Design fft_stream_ctrl, sky130hd; sources not shown.
Figure 1. Placed standard cells.
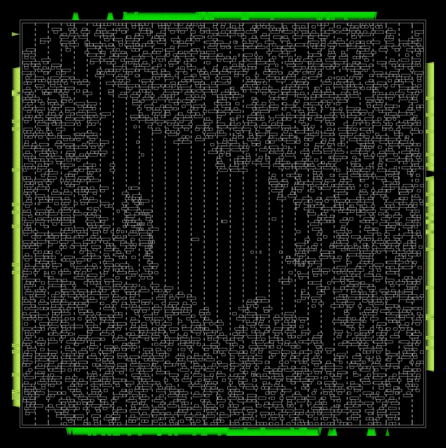
flop count: 1,039
Rows: 157

Figure 2. Metal layers overlaid.
Scale: 1 px per µm. Two of the layers only.
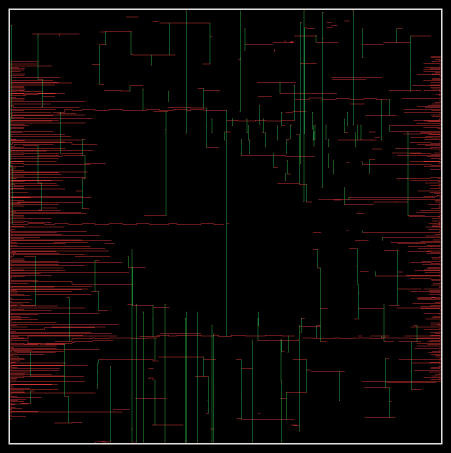
| colour | layer | wire length |
|---|---|---|
| red | metal 3 | 15,800 µm |
| green | metal 4 | 5,520 µm |
Total Routing Usage GR: 18.6%
Routed WL: 176,000 µm

==> results_dict.tcl <==
# flow metrics
set metrics [dict create \
    path_class "input pin to output pin" \
    cts_root_buf "clkbuf_8" \
    clockBufferDepth 3 \
    ys_chip_area_um2 42500 \
    clock-sinks 1039 \
    finalNonFillerCells 6307 \
    critPathCaptureType "output pin" \
    clkPwrFrac_pct 29.2 \
    dpl_cell_area_um2 56300 \
    ir_drop_mv 0.0203 \
    slew_headroom_pct 43.6 \
    grt_first_pass_wirelength_um 244000 \
    final-hold-violation-count 0 \
    yosysUniqueCellTypes 33 \
    p_switching_w 0.000862 \
    period_used_pct 32.3 \
    ys.flops 1039 \
    via_count 27410 \
    gp_congestion 0.775 \
    placed_cells 5913 \
    setup_viol 0 \
    synth.area.top_cells "dfrtp_1 61%, mux2_2 27%, mux4_2 6.8%, a22oi_1 1.1%, buf_2 1.1%" \
    io_buffers 1101 \
    finalInstanceArea_um2 60900 \
    async_flop_share_pct 100 \
    ys.flop_type "dfrtp_1" \
    arrival_ns 10.83 \
    cell_internal_pwr_w 0.00171 \
    top_cell_area_share_pct 61.2 \
    r2r_cells 6 \
    post_cts_buffers 0 \
    fillCellCount 18009 \
    yosys_cells 2562 \
    top_area_cell "dfrtp_1" \
    ff2ff_setup_slack_ns 59.26 \
    cts_tree "done" \
    seqPwrFrac_pct 36.1 \
    clk_latency_ns 0.95 \
    fin_skew_ns 0.0523 \
    hold_class "register to register" \
    drv_cap 0 \
    cts_buffers 199 \
    synth-edff-count 0 \
    first_global_vias 29724 \
    swShare_pct 33.5 \
    fp.dieH_um 433 \
    p_leak_nw 26.0 \
    cts_hold_buf 0 \
    cp_data_required_time_ns 53.21 \
    synthesis.nets 3118 \
    die_w_um 431 \
    fmax_mhz 49.5 \
    outcome "completed" \
    synth_cells 2562 \
    antenna_found_initial 69 \
    dpl.hpwl_um 126000 \
    crit_fanout 4 \
    p_total_w 0.00257 \
    io_pins 1102 \
    drt_pass1_iterations 7 \
    yosysMostFrequentCell "dfrtp_1" \
    cp-start-kind "input pin" \
    ys_warn_count 0 \
    fin_setup_tns_ns 0 \
    ys_top_cells_by_count "1,039 x dfrtp_1, 1,011 x mux2_2, 128 x mux4_2, 93 x buf_2, 76 x clkbuf_1" \
    ant_nets 0 \
    grt_max_degree 144 \
    fp-utilization_pct 23.3 \
    p_per_area_nw_per_um2 42.2 \
    synthToLayoutAreaGrowth_pct 43.4 \
    drive_gt1_share_pct 41.0 \
    netlist_area_um2 42500 \
    fin_nets 4287 \
    period_needed_ns 20.22 \
    synth_seq_share_pct 61.2 \
    routedWlPerCell_um 28.0 \
    clk_pin_slew_ns 0.06 \
    coreArea_um2 182000 \
    rsz0062_at_grt "no" \
    worst_pin_slew_ns 0.844 \
    syn_avg_cell_area_um2 16.6 \
    drt-initial-drc-count 1220 \
    hold_depth 1 \
    comb_power_share_pct 34.7 \
    cts_max_level 4 \
    warning_count 37 \
    slew_violations 0 \
    vias_per_cell 4.35 \
    cts_resized 0 \
    overflow 0 \
    die_area_um2 187000 \
    drc 0 \
]
[stage by stage]
| step | util (%) | setup slack, ns | hold WS, ns |
|---|---|---|---|
| after global placement | 30.8 | 42.43 | 0.448 |
| final | 33.5 | 42.38 | 0.464 |
| after global routing | 33.4 | 42.31 | 0.503 |
| after detailed placement | 30.9 | 42.37 | 0.455 |
| after CTS | 33.4 | 42.36 | 0.467 |
| after floorplan | - | 23.97 | 0.437 |
[metal layers]
layer | up-vias | share of wire [%] | track usage (%)
met4 | 16 | 3.1 | 6.14
met3 | 306 | 9.0 | 7.88
met1 | 14354 | 36 | 19.6
met2 | 925 | 52 | 33.0
met5 | - | 0.059 | 0
li1 | 11809 | - | -
[power by group through the flow]
stage / Sequential, W / Clock (W) / Combinational, W
finish: 0.000928 / 0.000752 / 0.000892
global placement: 0.000940 / 0 / 0.000905
CTS: 0.000930 / 0.000785 / 0.000915
detailed placement: 0.000939 / 0 / 0.000911
global route: 0.000950 / 0.000814 / 0.000947
floorplan: 0.00102 / 0 / 0.000371
[kinds of logic after synthesis]
family	after synthesis	synth area share [%]
compound gates	79	1.33
xor+xnor	3	0.0619
fa+ha+maj	7	0.206
buf+inv	193	2.00
flops	1039	61.2
mux	1154	34.0
simple gates	87	1.18
[area by class of cell]
type,instances,area [µm²],area share (%)
sequential,1039,26000,42.7
clock buffer,325,4100,6.74
clock inverter,34,375,0.616
multi-input combinational,1330,15700,25.8
tap,2385,2980,4.90
timing repair buffer,1155,11600,19.1
antenna,33,82.6,0.136
inverter,6,35.0,0.0575
[critical path: stages]
cell	delay, ns
clkdlybuf4s50_1	0.61
nor2_1	0.21
clkdlybuf4s50_1	0.62
[cells in the final DEF (no fill, tap or decap), types with 12 or more instances in the layout]
master	n
buf_2	18
clkbuf_4	59
mux4_2	128
clkbuf_8	266
mux2_2	1011
clkdlybuf4s50_1	1083
a22oi_1	64
dfrtp_1	1037
nand2_1	42
mux2_1	14
buf_4	26
clkinv_2	16
diode_2	33
buf_6	12
